==> src/rtl/mem_stage_pkg.sv <==
// Shared types and constants for the memory-stage controller.
package mem_stage_pkg;

    typedef enum logic [1:0] {
        IDLE = 2'd0,
        REQ  = 2'd1,
        RESP = 2'd2
    } state_t;

    localparam logic [3:0] BE_WORD  = 4'b1111;
    localparam logic [3:0] BE_LANE0 = 4'b0001;
    localparam logic [3:0] BE_LANE1 = 4'b0010;
    localparam logic [3:0] BE_LANE2 = 4'b0100;
    localparam logic [3:0] BE_LANE3 = 4'b1000;

    // Wide enough for any legal TIMEOUT (1..255).
    localparam int CNT_W = 8;

    // One-hot byte enable for a lane, lane 0 = bits 7:0.
    function automatic logic [3:0] lane_be(input logic [1:0] lane);
        logic [3:0] be;
        unique case (lane)
            2'd0:    be = BE_LANE0;
            2'd1:    be = BE_LANE1;
            2'd2:    be = BE_LANE2;
            default: be = BE_LANE3;
        endcase
        return be;
    endfunction

endpackage

==> src/rtl/mem_stage_if.sv <==
// Data-memory request/acknowledge bus.
interface mem_stage_if;
    logic        mem_req;
    logic        mem_we;
    logic [31:0] mem_addr;
    logic [31:0] mem_wdata;
    logic [3:0]  mem_byteEn;
    logic [31:0] mem_rdata;
    logic        mem_ack;

    modport master (
        output mem_req, mem_we, mem_addr, mem_wdata, mem_byteEn,
        input  mem_rdata, mem_ack
    );

    modport slave (
        input  mem_req, mem_we, mem_addr, mem_wdata, mem_byteEn,
        output mem_rdata, mem_ack
    );
endinterface

==> src/rtl/load_store_formatter.sv <==
// Byte-lane formatting: store replication / byte enables, load lane select.
module load_store_formatter
    import mem_stage_pkg::*;
(
    input  logic [31:0] i_st_data,
    input  logic [1:0]  i_st_lane,
    input  logic        i_st_byte,
    output logic [31:0] o_wdata,
    output logic [3:0]  o_byteEn,
    input  logic [31:0] i_ld_rdata,
    input  logic [1:0]  i_ld_lane,
    input  logic        i_ld_byte,
    output logic [31:0] o_ld_data
);
    logic [7:0] w_ld_byte;

    // Store side: byte stores replicate to every lane, memory picks via byteEn.
    always_comb begin
        o_wdata  = i_st_byte ? {4{i_st_data[7:0]}} : i_st_data;
        o_byteEn = i_st_byte ? lane_be(i_st_lane) : BE_WORD;
    end

    // Load side: word loads ignore the low address bits, byte loads zero-extend.
    always_comb begin
        w_ld_byte = i_ld_rdata[{i_ld_lane, 3'b000} +: 8];
        o_ld_data = i_ld_byte ? {24'h0, w_ld_byte} : i_ld_rdata;
    end
endmodule

==> src/rtl/mem_stage_controller.sv <==
// Memory-stage controller: runs req/ack transactions with data memory,
// stalls upstream while outstanding, and builds the MEM/WB payload.
module mem_stage_controller
    import mem_stage_pkg::*;
#(
    parameter int TIMEOUT = 15
) (
    input  logic               clk,
    input  logic               reset,
    input  logic [31:0]        aluResult,
    input  logic [31:0]        storeData,
    input  logic               memRead,
    input  logic               memWrite,
    input  logic               byteAccess,
    input  logic [3:0]         rd_In,
    input  logic [3:0]         CPSRStatus_In,
    input  logic               linkBit_In,
    input  logic               writebackEnable_In,
    mem_stage_if.master        mem,
    output logic [31:0]        dataMemOut,
    output logic [3:0]         rd_Out,
    output logic [3:0]         CPSRStatus_Out,
    output logic               linkBit_Out,
    output logic               writebackEnable_Out,
    output logic               stall,
    output logic               memFault
);
    state_t             r_state, w_next;
    logic [CNT_W-1:0]   r_cnt;
    logic               r_req, r_we, r_fault;
    logic [31:0]        r_addr, r_wdata, r_data;
    logic [3:0]         r_be, r_rd, r_cpsr;
    logic               r_link, r_wbe, r_byte, r_load;
    logic [1:0]         r_lane;
    logic               w_memop, w_timeout;
    logic [31:0]        w_st_wdata, w_ld_data;
    logic [3:0]         w_st_be;

    assign w_memop   = memRead | memWrite;
    // Last permitted REQ cycle with no ack; an ack in that cycle still wins.
    assign w_timeout = (r_state == REQ) && !mem.mem_ack &&
                       (r_cnt == CNT_W'(TIMEOUT - 1));

    load_store_formatter u_fmt (
        .i_st_data  (storeData),
        .i_st_lane  (aluResult[1:0]),
        .i_st_byte  (byteAccess),
        .o_wdata    (w_st_wdata),
        .o_byteEn   (w_st_be),
        .i_ld_rdata (mem.mem_rdata),
        .i_ld_lane  (r_lane),
        .i_ld_byte  (r_byte),
        .o_ld_data  (w_ld_data)
    );

    // State register.
    always_ff @(posedge clk) begin
        if (!reset) r_state <= IDLE;
        else        r_state <= w_next;
    end

    // Next-state: acks outside REQ are ignored, RESP always lasts one cycle.
    always_comb begin
        w_next = r_state;
        unique case (r_state)
            IDLE:    if (w_memop) w_next = REQ;
            REQ:     if (mem.mem_ack || w_timeout) w_next = RESP;
            RESP:    w_next = IDLE;
            default: w_next = IDLE;
        endcase
    end

    // Bus and payload registers; inputs are sampled only on the IDLE->REQ edge.
    always_ff @(posedge clk) begin
        if (!reset) begin
            r_req <= 1'b0;  r_we <= 1'b0;  r_fault <= 1'b0;  r_cnt <= '0;
            r_addr <= '0;   r_wdata <= '0; r_be <= '0;       r_data <= '0;
            r_rd <= '0;     r_cpsr <= '0;  r_link <= 1'b0;   r_wbe <= 1'b0;
            r_byte <= 1'b0; r_load <= 1'b0; r_lane <= '0;
        end else begin
            r_fault <= 1'b0;
            unique case (r_state)
                IDLE: if (w_memop) begin
                    r_req   <= 1'b1;
                    r_we    <= memWrite;
                    r_addr  <= {aluResult[31:2], 2'b00};
                    r_wdata <= w_st_wdata;
                    r_be    <= w_st_be;
                    r_rd    <= rd_In;
                    r_cpsr  <= CPSRStatus_In;
                    r_link  <= linkBit_In;
                    r_wbe   <= writebackEnable_In;
                    r_byte  <= byteAccess;
                    r_lane  <= aluResult[1:0];
                    r_load  <= memRead;
                    r_data  <= '0;
                    r_cnt   <= '0;
                end
                REQ: if (mem.mem_ack) begin
                    r_req  <= 1'b0;
                    r_we   <= 1'b0;
                    r_data <= r_load ? w_ld_data : 32'h0;
                end else if (w_timeout) begin
                    r_req   <= 1'b0;
                    r_we    <= 1'b0;
                    r_data  <= '0;
                    r_wbe   <= 1'b0;
                    r_fault <= 1'b1;
                end else begin
                    r_cnt <= r_cnt + 1'b1;
                end
                default: ;
            endcase
        end
    end

    assign mem.mem_req    = r_req;
    assign mem.mem_we     = r_we;
    assign mem.mem_addr   = r_addr;
    assign mem.mem_wdata  = r_wdata;
    assign mem.mem_byteEn = r_be;
    assign memFault       = r_fault;

    // Stall covers the IDLE cycle of a memory op plus every REQ cycle.
    assign stall = reset && ((r_state == REQ) || ((r_state == IDLE) && w_memop));

    // Payload: pass-through in IDLE, latched copy otherwise; writeback only
    // leaves when the MEM/WB register actually captures a completed op.
    always_comb begin
        dataMemOut          = aluResult;
        rd_Out              = rd_In;
        CPSRStatus_Out      = CPSRStatus_In;
        linkBit_Out         = linkBit_In;
        writebackEnable_Out = writebackEnable_In & ~w_memop;
        if (r_state != IDLE) begin
            dataMemOut          = r_data;
            rd_Out              = r_rd;
            CPSRStatus_Out      = r_cpsr;
            linkBit_Out         = r_link;
            writebackEnable_Out = (r_state == RESP) & r_wbe;
        end
        if (!reset) writebackEnable_Out = 1'b0;
    end
endmodule

==> src/flat_wrapper.sv <==
// flat-port wrapper written by rule: the top's interface ports become plain ports
module mem_stage_controller_flat import mem_stage_pkg::*;
#(
    parameter int TIMEOUT = 15
)
  (clk, reset, aluResult, storeData, memRead, memWrite, byteAccess, rd_In, CPSRStatus_In, linkBit_In, writebackEnable_In, dataMemOut, rd_Out, CPSRStatus_Out, linkBit_Out, writebackEnable_Out, stall, memFault, mem_mem_req, mem_mem_we, mem_mem_addr, mem_mem_wdata, mem_mem_byteEn, mem_mem_rdata, mem_mem_ack);
  mem_stage_if mem_i ();
  input  logic clk;
  input  logic reset;
  input  logic [31:0] aluResult;
  input  logic [31:0] storeData;
  input  logic memRead;
  input  logic memWrite;
  input  logic byteAccess;
  input  logic [3:0] rd_In;
  input  logic [3:0] CPSRStatus_In;
  input  logic linkBit_In;
  input  logic writebackEnable_In;
  output logic [31:0] dataMemOut;
  output logic [3:0] rd_Out;
  output logic [3:0] CPSRStatus_Out;
  output logic linkBit_Out;
  output logic writebackEnable_Out;
  output logic stall;
  output logic memFault;
  output wire logic [$bits(mem_i.mem_req)-1:0] mem_mem_req;
  output wire logic [$bits(mem_i.mem_we)-1:0] mem_mem_we;
  output wire logic [$bits(mem_i.mem_addr)-1:0] mem_mem_addr;
  output wire logic [$bits(mem_i.mem_wdata)-1:0] mem_mem_wdata;
  output wire logic [$bits(mem_i.mem_byteEn)-1:0] mem_mem_byteEn;
  input wire logic [$bits(mem_i.mem_rdata)-1:0] mem_mem_rdata;
  input wire logic [$bits(mem_i.mem_ack)-1:0] mem_mem_ack;
  assign mem_mem_req = mem_i.mem_req;
  assign mem_mem_we = mem_i.mem_we;
  assign mem_mem_addr = mem_i.mem_addr;
  assign mem_mem_wdata = mem_i.mem_wdata;
  assign mem_mem_byteEn = mem_i.mem_byteEn;
  assign mem_i.mem_rdata = mem_mem_rdata;
  assign mem_i.mem_ack = mem_mem_ack;
  mem_stage_controller #(.TIMEOUT(TIMEOUT)) u_core (.clk(clk), .reset(reset), .aluResult(aluResult), .storeData(storeData), .memRead(memRead), .memWrite(memWrite), .byteAccess(byteAccess), .rd_In(rd_In), .CPSRStatus_In(CPSRStatus_In), .linkBit_In(linkBit_In), .writebackEnable_In(writebackEnable_In), .mem(mem_i), .dataMemOut(dataMemOut), .rd_Out(rd_Out), .CPSRStatus_Out(CPSRStatus_Out), .linkBit_Out(linkBit_Out), .writebackEnable_Out(writebackEnable_Out), .stall(stall), .memFault(memFault));
endmodule
==> config.mk <==
export PLATFORM = sky130hd
export DESIGN_NAME = mem_stage_controller_flat
export DESIGN_NICKNAME = d
export VERILOG_FILES = /design/src/rtl/mem_stage_pkg.sv /design/src/rtl/mem_stage_if.sv /design/src/rtl/load_store_formatter.sv /design/src/rtl/mem_stage_controller.sv /design/src/flat_wrapper.sv
export SDC_FILE = /design/constraint.sdc
export NUM_CORES = 1
export LEC_CHECK = 0
export CORE_MARGIN = 5
export CORE_UTILIZATION = 35
export DETAILED_ROUTE_END_ITERATION = 12
export GPL_ROUTABILITY_DRIVEN = 0
export MAX_ROUTING_LAYER = met4
export PLACE_DENSITY = 0.68
export SYNTH_ARGS = -nofsm -noshare
export SYNTH_HDL_FRONTEND = slang
export SYNTH_SLANG_ARGS = --single-unit
==> constraint.sdc <==
create_clock -name clk -period 2.7 [get_ports clk]
set_input_delay 0.675 -clock clk [delete_from_list [all_inputs] [get_ports clk]]
set_output_delay 0.675 -clock clk [all_outputs]
set_load 0.01 [all_outputs]
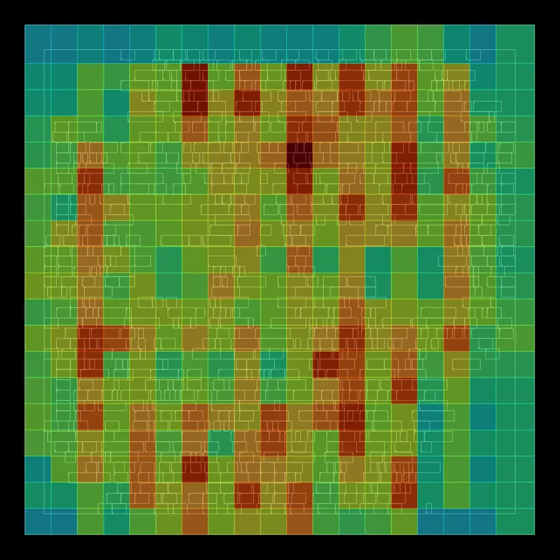
run_1/congestion.png
met2 Usage GRT: 32.1%
overall routing resource usage: 19.9%
post-layout util: 56.0%
met1 usage: 23.8%
Wirelength per Cell: 17.6 um

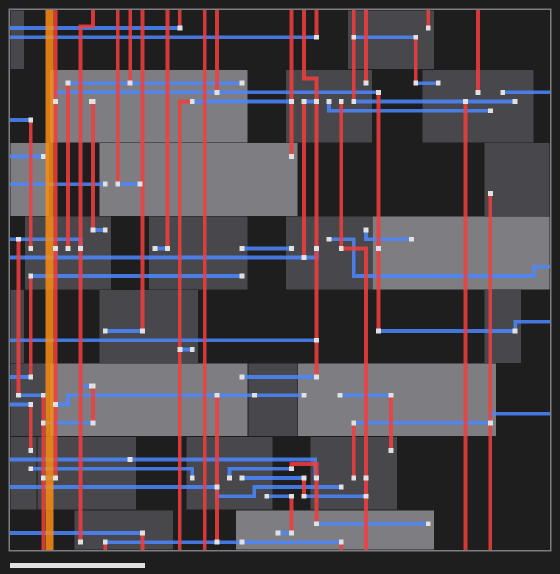
run_1/detail.png
Scale bar: 5 um. Window x 91 to 111, y 91 to 111 um. Cells in grey, sequential cells in the stronger grey; small squares are vias.
metal 1 -> blue
metal 4 -> orange
metal 2 -> red
cells with their middle in the window = 19
sequential cells in the window = 6
netlist names of flops here include = u_core.r_data (5), u_core.mem.mem_addr (1)
most frequent = dfxtp_1 (6), a22o_1 (5), clkdlybuf4s50_1 (4)

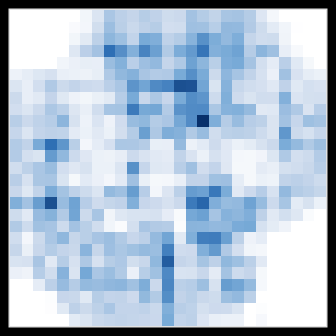
run_1/metal_density.png
The die is cut into 27 by 27 equal tiles; white is low, dark blue is high, scaled to the fullest tile. Values are wire area over tile area, all layers added.
fullest tile = 0.63
mean over tiles = 0.16
emptiest ninth of the die = south-east
tiles over half the peak = 8.5%
densest ninth of the die = north

==> run notes, run 1 <==
fresh numbers from the pnr run: status=finished, final reports clean, PostCTS Resize Cnt=48, remaining antenna violation count after routing=0, Hold Path End=u_core.mem.mem_addr[19], site row count=45, max frequency=0.372 GHz, Die Ht=134 um, most common cell in the synthesized netlist=dfxtp_1, die area=0.0180 mm^2, Top cell area share=46.2%, Post-CTS Hold Buffers=0, OpenROAD warning count=29, H-Tree Depth=4, hold_sp=u_core.mem.mem_addr[19], Flops after synth=125, most numerous logic cell after layout=clkdlybuf4s50_1, Fillers=1368, initial antenna violation count=0, P_int=0.00411 W, r2r worst-path depth=5, Seq cells=125, # DRC=0, IO Pins=226, first-pass GRT wire length=27600 um, Synth cell types=51, VDD IR max=0.000446 V, hold path cells=2, synthesis-to-layout area growth=57.4%, Top Consumer=clock, synthesized area=0.00541 mm^2, largest net degree at the start of global routing=62, critical path fanouts, max=2, part of the power in combinational logic=20.6%, Routed Wire Length=17900 um, tap cells=188, via count=5166, Die Span X=134 um, cts bufs inserted=17, sequential area share after synthesis=46.2%, Setup crit end kind=output pin, asr flop ratio synth=0%, flop share of the area=29.4%, Comb/total area=31.6%, clock buffer depth=2, clk_lat worst skew=0.42 ns, layout cells sized above 1=13.7%, Overflow after GRT=0
[run 1: state kept, by name, indices dropped and copies added, names as in the netlist]
| name | count |
|---|---|
| u_core.r_cpsr | 4 |
| u_core.r_cnt | 8 |
| u_core.r_link | 1 |
| u_core.r_byte | 1 |
| u_core.mem.mem_wdata | 32 |
| u_core.mem.mem_byteEn | 4 |
| u_core.r_state | 2 |
| u_core.memFault | 1 |
| u_core.mem.mem_we | 1 |
| u_core.r_lane | 2 |
| u_core.mem.mem_req | 1 |
| u_core.r_rd | 4 |
| u_core.r_wbe | 1 |
| u_core.mem.mem_addr | 30 |
| u_core.r_load | 1 |
| u_core.r_data | 32 |
[run 1: per-layer routing]
metal  routed length, um  up-vias  part of all wire, %
li1                    -     2547                    -
met1                7500     2424                   42
met2                8870      159                   50
met3                 905       36                  5.1
met4                 570        0                  3.2
met5                   0        -                    0
[run 1: logic make-up (layout without fill, tap and decap cells)]
family	after synthesis	count (layout)	synth area share, %
other	1	2	0.0693
muxes	67	67	13.3
buffers and inverters	52	284	4.42
xor gates and xnor gates	3	3	0.486
DFF	125	125	46.2
adders and majority gates	2	2	0.462
AOI/OAI and AO/OA	150	150	18.8
and+or+nand+nor	194	194	16.2
[run 1: critical path: stages]
cell and delay [ns]:
clkdlybuf4s50_1 0.47, or2_1 0.27, nor3b_2 0.19, a21oi_1 0.07, nor3_2 0.17, buf_2 0.16
[run 1: per-stage QoR]
stage          instances  setup WS (ns)  power [W]
2_1_floorplan        595          0.333    0.00260
3_3_place_gp         980         -0.412    0.00323
3_5_place_dp         980         -0.411    0.00325
4_1_cts             1015        -0.0144    0.00559
5_1_grt             1015        -0.0524    0.00577
6_report            1015         0.0103    0.00553
## Run 2: what changed since run 1
- ABC_CLOCK_PERIOD_IN_PS: default -> 2700
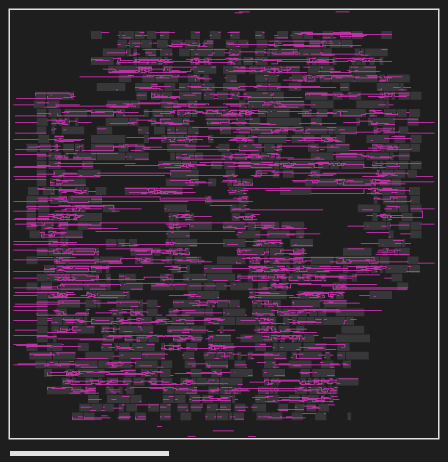
run_2/layer_met1.png
Scale bar: 50 um. Cells faint in the background.
longest straight run = 54.7 um
main direction = horizontal
share of all routed wire = 42%

==> run 2 against run 1 <==
Compared with the run above: via count unchanged; critical path depth unchanged; first-iteration DRC count unchanged; area after synthesis unchanged; register-to-register slack about the same; critical endpoint unchanged; largest power group unchanged; critical path type unchanged; core utilization unchanged; cell count unchanged; die area unchanged; cell area unchanged.
==> run notes, run 2 <==
fresh numbers from the pnr run: xor/xnor share=0.486% (unchanged), simple share=16.2% (unchanged), Cell Area, Placed=0.00789 mm^2, sequential power share=37.1%, Routed Wire Length=17900 um (unchanged), hold path cells=2 (unchanged), layout cells sized above 1=13.7% (unchanged), Die Span X=134 um (unchanged), Top cell area share=46.2% (unchanged), clk sinks=125, cell breakdown of the critical path=clkdlybuf4s50_1 > or2_1 > nor3b_2 > a21oi_1 > nor3_2 > buf_2, NumNets Final=928, max frequency=0.372 GHz (unchanged), hold_sp=u_core.mem.mem_addr[19], r2r worst-path depth=5 (unchanged), overall routing resource usage=19.9% (unchanged), Flops after synth=125 (unchanged), site row count=45 (unchanged), via count=5166 (unchanged), part of the power in combinational logic=20.6% (about the same), final hold violation count=0, Adders+Majority by Area=0.462% (unchanged), Max Cap Violations=0, PortBufs=223, Top FF cell, synth=dfxtp_1, clk_lat worst skew=0.42 ns (about the same), clock power share=42.4%, sequential area share after synthesis=46.2% (unchanged), dominant kind of combinational cell=AND-OR/OR-AND gates, slowest stage delay, CP=0.47 ns (about the same), first-pass GRT wire length=27600 um (unchanged), synthesized area per cell=9.11 um^2, Design Power=0.00553 W (unchanged), fin cells=1015 (unchanged), Ant. Diodes=0, P_int=0.00411 W (unchanged), HP Class=flip-flop to flip-flop, DR pass1 iterations=4, Synth cell types=51 (unchanged), synthesized area=0.00541 mm^2 (unchanged), placed cells=980 (unchanged), most numerous logic cell after layout=clkdlybuf4s50_1, worst r2r src=u_core.r_cnt[4], most common cell in the synthesized netlist=dfxtp_1, clock buffer depth=2 (unchanged), # DRC=0 (unchanged), PD cells=650 mW/mm^2, Starting DRT DRC Count=380, status=finished, final reports clean, Wirelength per Cell=17.6 um (unchanged), Compound-Gate Fraction of Synth Area=18.8% (unchanged), Die Ht=134 um (unchanged), Final HPWL DP=13000 um, Leak=3.42 nW, Post-synth EDFFs=0, die area=0.0180 mm^2 (unchanged), Place WS=-0.411 ns (unchanged), asr flop ratio synth=0% (unchanged), post-synthesis cell count=594, remaining antenna violation count after routing=0 (unchanged), IO Pins=226 (unchanged), CTS tree=done, cts bufs inserted=17 (unchanged), Setup crit end kind=output pin, synthesis-to-layout area growth=57.4% (unchanged), slowest CP cell=clkdlybuf4s50_1, Initial Util=35.6%, critical path fanouts, max=2 (unchanged), Clock Skew=0.0102 ns, MUX share of area=13.3% (unchanged), Max-slew headroom=55.2%, Final Worst Setup Slack=0.0103 ns (unchanged), VDD IR max=0.000446 V (unchanged), initial antenna violation count=0 (unchanged), Overflow after GRT=0 (unchanged), OpenROAD warning count=29 (unchanged), H-Tree Depth=4 (unchanged), largest net degree at the start of global routing=62 (unchanged)
run 2: cell counts in the layout (fill, tap and decap cells not counted):
No cell type changed its count.
run 2: metal layers:
metal / part of all wire (%) / global-route usage [%]
met5: 0 / -
met4: 3.2 / 8.65
met3: 5.1 / 4.88
met2: 50 / 32.1
met1: 42 / 23.8
run 2: power groups by stage:
stage                     Combinational [W]  Sequential, W  Clock (W)
after floorplan                    0.000486        0.00211          0
after global placement              0.00114        0.00208          0
after detailed placement            0.00116        0.00209          0
after CTS                           0.00115        0.00205    0.00239
after global routing                0.00123        0.00207    0.00247
final                               0.00114        0.00205    0.00234
run 2: per-stage QoR:
step	util, %	hold slack, ns
after CTS	56.0	0.454
after global placement	51.9	0.442
final	56.0	0.456
after floorplan	-	0.429
after global routing	56.0	0.475
after detailed placement	51.9	0.446
run 2: worst paths after layout:
path | to | slack [ns]
setup / recovery | writebackEnable_Out | 0.01
hold reg to reg | u_core.mem.mem_addr[19] | 0.46
hold / removal | u_core.mem.mem_addr[19] | 0.46
setup reg to reg | u_core.r_data[13] | 0.89
run 2: layout make-up:
| type | count | area, um^2 |
|---|---|---|
| inverter | 4 | 15.0 |
| timing repair buffer | 248 | 2460 |
| sequential | 125 | 2500 |
| tap | 188 | 235 |
| fill | 1368 | 6690 |
| clock buffer | 22 | 474 |
| multi-input combinational | 418 | 2690 |
| clock inverter | 10 | 136 |
run 2: worst max-delay path: cells and delay by family:
family                 cells  cell delay, ns
AND/OR/NAND/NOR            3            0.63
buffers and inverters      2            0.63
AND-OR/OR-AND              1            0.07
run 2: repair_timing:
item                       4_1_cts  5_1_grt
gates resized                   48        3
gates cloned                     1        0
buffers inserted                 2        0
pin swaps                        1        0
setup endpoints to repair       37        3
hold buffers                     0        0
## Run 3: what changed since run 2
- SETUP_SLACK_MARGIN: default -> 0.3
==> run 3 against run 2 <==
Compared with the run above: core utilization increased by 2.4 points; via count increased by 2.2%; largest cell class unchanged; count of clock-buffer cells in the layout unchanged; critical path depth unchanged; critical path type unchanged; area after synthesis unchanged; clock power about the same; worst setup slack improved by 0.27 ns; combinational power increased by about 20%; highest routed layer unchanged; total power increased by 3.5%.
==> run notes, run 3 <==
fresh numbers from the pnr run: Die Ht=134 um (unchanged), cell breakdown of the critical path=clkdlybuf4s15_1 > or2_1 > nor3b_2 > a21oi_1 > nor3_2 > buf_2, via count=5279 (+2.2%), Top FF cell, synth=dfxtp_1, overall routing resource usage=21.1% (+1.1 points), Synth cell types=51 (unchanged), PostCTS Resize Cnt=220 (+360%), # DRC=0 (unchanged), post-layout util=58.4% (+2.4 points), H-Tree Depth=4 (unchanged), layout cells sized above 1=19.8% (+6.2 points), Setup crit end kind=output pin, initial antenna violation count=0 (unchanged), OpenROAD warning count=29 (unchanged), Flops after synth=125 (unchanged), Clock Skew=0.00799 ns (-0.00222 ns), Starting DRT DRC Count=386 (+1.6%), remaining antenna violation count after routing=0 (unchanged), Design Power=0.00573 W (+3.5%), synthesized area per cell=9.11 um^2 (unchanged), critical path fanouts, max=2 (unchanged), Cell Area, Placed=0.00789 mm^2 (unchanged), synthesized area=0.00541 mm^2 (unchanged), Max-slew headroom=55.3% (+0.082 points), Die Span X=134 um (unchanged), most numerous logic cell after layout=clkdlybuf4s50_1, slowest stage delay, CP=0.28 ns (-0.19 ns), sequential power share=35.8% (-1.3 points), Place WS=-0.411 ns (unchanged), Post-CTS Hold Buffers=0 (unchanged), post-synthesis cell count=594 (unchanged), Leak=3.61 nW (+5.6%), Crit path buffers/inverters=2 (unchanged), fin cells=1025 (+0.99%), most common cell in the synthesized netlist=dfxtp_1, final hold violation count=0 (unchanged), status=finished, final reports clean
[run 3: cell counts after synthesis]
No cell type changed its count.
[run 3: power by group through the flow]
stage | Combinational [W] | Clock, W | Sequential [W]
2_1_floorplan | 0.000486 | 0 | 0.00211
3_3_place_gp | 0.00114 | 0 | 0.00208
3_5_place_dp | 0.00116 | 0 | 0.00209
4_1_cts | 0.00129 | 0.00239 | 0.00205
5_1_grt | 0.00142 | 0.00247 | 0.00207
6_report | 0.00133 | 0.00235 | 0.00205
[run 3: final cells by class]
cell class,instances,area (um^2)
Fill cell,1323,6330
Multi-Input combinational cell,418,2810
Timing Repair Buffer,258,2700
Sequential cell,125,2510
Clock buffer,22,474
Tap cell,188,235
Clock inverter,10,136
Inverter,4,15.0
[run 3: metal layers]
metal	track usage [%]	vias to the layer above	wire length, um
met1	25.8	2499	7970
met4	7.75	0	418
met2	34.0	172	9580
met3	4.95	35	994
li1	-	2573	-
met5	-	-	0
[run 3: cells by family after synthesis]
group | count (synthesis) | synth area share (%)
compound gates | 150 | 18.8
xor+xnor | 3 | 0.486
fa+ha+maj | 2 | 0.462
buf+inv | 52 | 4.42
flops | 125 | 46.2
mux | 67 | 13.3
other cells | 1 | 0.0693
simple gates | 194 | 16.2
[run 3: path summary, 6_finish.rpt]
check / startpoint / end / slack [ns] / cells after the start
max reg2reg: u_core.r_state[0] / u_core.mem.mem_wdata[29] / 0.76 / 9
min reg2reg: u_core.mem.mem_addr[8] / u_core.mem.mem_addr[8] / 0.46 / 2
min: u_core.mem.mem_addr[8] / u_core.mem.mem_addr[8] / 0.46 / 2
max: memWrite / writebackEnable_Out / 0.28 / 6
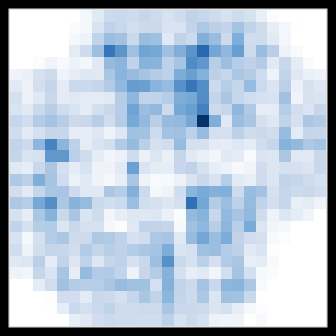
run_3/metal_density.png
The die is cut into 27 by 27 equal tiles; white is low, dark blue is high, scaled to the fullest tile. Values are wire area over tile area, all layers added.
tiles over half the peak = 4.8%
densest ninth of the die = north
mean over tiles = 0.17
emptiest ninth of the die = south-east
fullest tile = 0.75
nearly empty tiles = 13%

Power figures rest on the tool's default switching activity, not on a simulated workload.
